==> config.mk <==
export PLATFORM = sky130hd
export DESIGN_NAME = control_sequencer_flat
export DESIGN_NICKNAME = d
export VERILOG_FILES = /design/src/rtl/control_sequencer_if.sv /design/src/rtl/control_sequencer.sv /design/src/flat_wrapper.sv
export SDC_FILE = /design/constraint.sdc
export NUM_CORES = 1
export LEC_CHECK = 0
export ABC_AREA = 1
export CORE_ASPECT_RATIO = 1.75
export CORE_MARGIN = 2
export CORE_UTILIZATION = 25
export CTS_CLUSTER_SIZE = 40
export DETAILED_ROUTE_END_ITERATION = 8
export PLACE_DENSITY = 0.72
export SETUP_SLACK_MARGIN = 0.05
export SKIP_CTS_REPAIR_TIMING = 1
export SYNTH_ARGS = -nofsm -noshare
export SYNTH_HDL_FRONTEND = slang
export SYNTH_SLANG_ARGS = --single-unit
==> constraint.sdc <==
create_clock -name Clock -period 1.39 [get_ports Clock]
set_input_delay 0.278 -clock Clock [delete_from_list [all_inputs] [get_ports Clock]]
set_output_delay 0.278 -clock Clock [all_outputs]
set_load 0.02 [all_outputs]
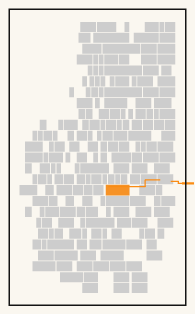
**Above:** wires at chosen ports, followed through buffers.
(4 px per um)
[orange] ctl_Yin | bits: 1 | direction: output | edge: right | end cells: 1 | buffers: 1 | wire: 18.2 um
Ports: 66
IO buf count: 38

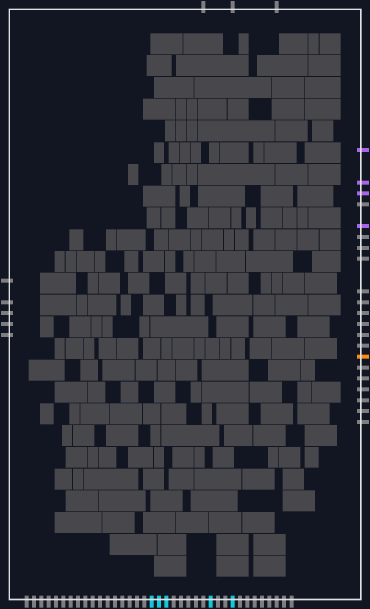
**Above:** I/O pins on the die edge.
(8 px per um) Pins as bars across the die edge, other pins in gray.
[purple] state_o | pins: 4 | direction: output | edge: right
[orange] ctl_Yin | pins: 1 | direction: output | edge: right
[cyan] ctl_opcode | pins: 5 | direction: output | edge: bottom
all pins by edge: 37 bottom, 21 right, 5 left, 3 top
Die X: 43.8 um
DIE HEIGHT: 73.6 um

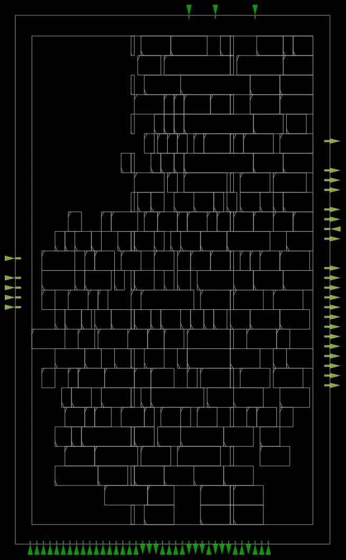
**Above:** placed standard cells.
total core area: 0.00266 mm^2
Fillers: 214
final non-filler cell total: 230
Tap Count: 27

==> run_results.csv <==
group,metric,value,unit
worst_setup_path,end_kind,"output port",
timing,grt_setup_unrepaired,"yes",
finish,antenna_cells,0,
placed_design,gp_congestion,0.888,
yosys,common_cells,"nand2_1 (28), inv_1 (22), nand3_1 (17), nor2_1 (15)",
timing,fin_setup_tns,-9.09,ns
clocking,clk_pin_slew,0.04,ns
routing,ant_nets,0,
routing,first_iter_violations,25,
clocking,cts_root_buf,"clkbuf_8",
clocking,htree_levels,1,
routing,wl_per_cell,14.1,um
global_routing,grt_pass1_vias,1086,
yosys,synthArstFlopShare,100,%
timing,max_freq,551,MHz
clocking,cts.sinks,4,
global_routing,grt_max_degree,7,
finish,drive_gt1_share,67.5,%
worst_setup_path,critPathTopFamily,"buffers and inverters",
finish,nets,240,
power,pwr_density_cell,1840,mW/mm^2
timing,setup_viol,28,
clocking,cts_tree,"done",
routing,drc,0,
yosys,ys_chip_area,692,um^2
outcome,status,"complete, but fails checks",
timing,final_max_slew_viol_count,0,
outcome,violations,"setup timing",
placed_design,pre_cts_ws,-1.17,ns
power,ir_drop,0.000932,V
worst_setup_path,cp_num_buf_inv,4,
flow_run,warnings,55,
power,p_int,1720,uW
clocking,clkLatencyLatePin,0.23,ns
global_routing,antenna_found_initial,0,
routing,dr_total_vias,1121,
power,p_sw,1520,uW
timing,setup_slack,-0.426,ns
yosys,syn_area_per_cell,5.54,um^2
global_routing,grt_pass1_wl,4220,um
worst_setup_path,path_depth,9,
placed_design,place_hpwl,2340,um
finish,area_growth,154,%
worst_setup_path,reg2regPathDepth,11,
worst_setup_path,cpMaxStageDelayCell,"dfrtp_2",
yosys,synth_cell_types,21,
worst_setup_path,cp_data_required_time,1.11,ns
power,seq_power_share,8.3,%
global_routing,grt_overflow,0,
worst_setup_path,crit_fanout,5,
yosys,edf_count,0,
yosys,ys.flops,4,
floorplan,initial_core_util,26.0,%
yosys,synth_warnings,0,
yosys,yosys_cells,125,
==> routing by layer <==
| metal | track usage (%) | share of wire, % | vias up |
|---|---|---|---|
| li1 | - | - | 540 |
| met1 | 14.7 | 33 | 528 |
| met2 | 35.1 | 61 | 47 |
| met3 | 2.46 | 4.3 | 6 |
| met4 | 7.74 | 2.1 | 0 |
| met5 | 0 | 0 | - |
==> cell type report <==
class | instances | area, um^2 | share of cell area (%)
timing repair buffer | 81 | 751 | 42.6
multi-input combinational | 91 | 736 | 41.8
sequential | 4 | 104 | 5.90
inverter | 23 | 91.3 | 5.19
clock buffer | 4 | 45.0 | 2.56
tap | 27 | 33.8 | 1.92
==> cells by family (layout without fill, tap and decap cells) <==
logic type	count (synthesis)	count (layout)	share of synthesized area (%)
DFF	4	4	14.5
and+or+nand+nor	77	77	54.1
buffers and inverters	30	108	19.7
AOI/OAI and AO/OA	14	14	11.8
==> layout by cell type, fill, tap and decap left out, drive strengths merged <==
master         instances
a21boi                 1
a21oi                  6
buf                   66
clkbuf                 9
clkdlybuf4s50          3
dfrtp                  4
dlymetal6s2s           7
inv                   23
nand2                 34
nand3                 18
nor2                  22
nor3                   3
o21ai                  6
o22ai                  1
==> power groups by stage <==
stage | combinational [uW] | sequential, uW | clock (uW)
5_1_grt | 2850 | 275 | 272
3_3_place_gp | 2120 | 250 | 0
3_5_place_dp | 2160 | 255 | 0
6_report | 2700 | 270 | 269
4_1_cts | 2160 | 254 | 273
2_1_floorplan | 1090 | 316 | 0
==> per-stage QoR <==
stage	utilization (%)	hold slack [ns]	total power, uW	instances
after floorplan	-	-0.0176	1400	125
after global placement	57.6	0.481	2370	222
after detailed placement	57.6	0.493	2410	222
after CTS	59.2	0.255	2690	226
after global routing	66.2	0.280	3390	230
final	66.2	0.256	3240	230
No activity file was given, so power comes from the tool's default toggle rates.
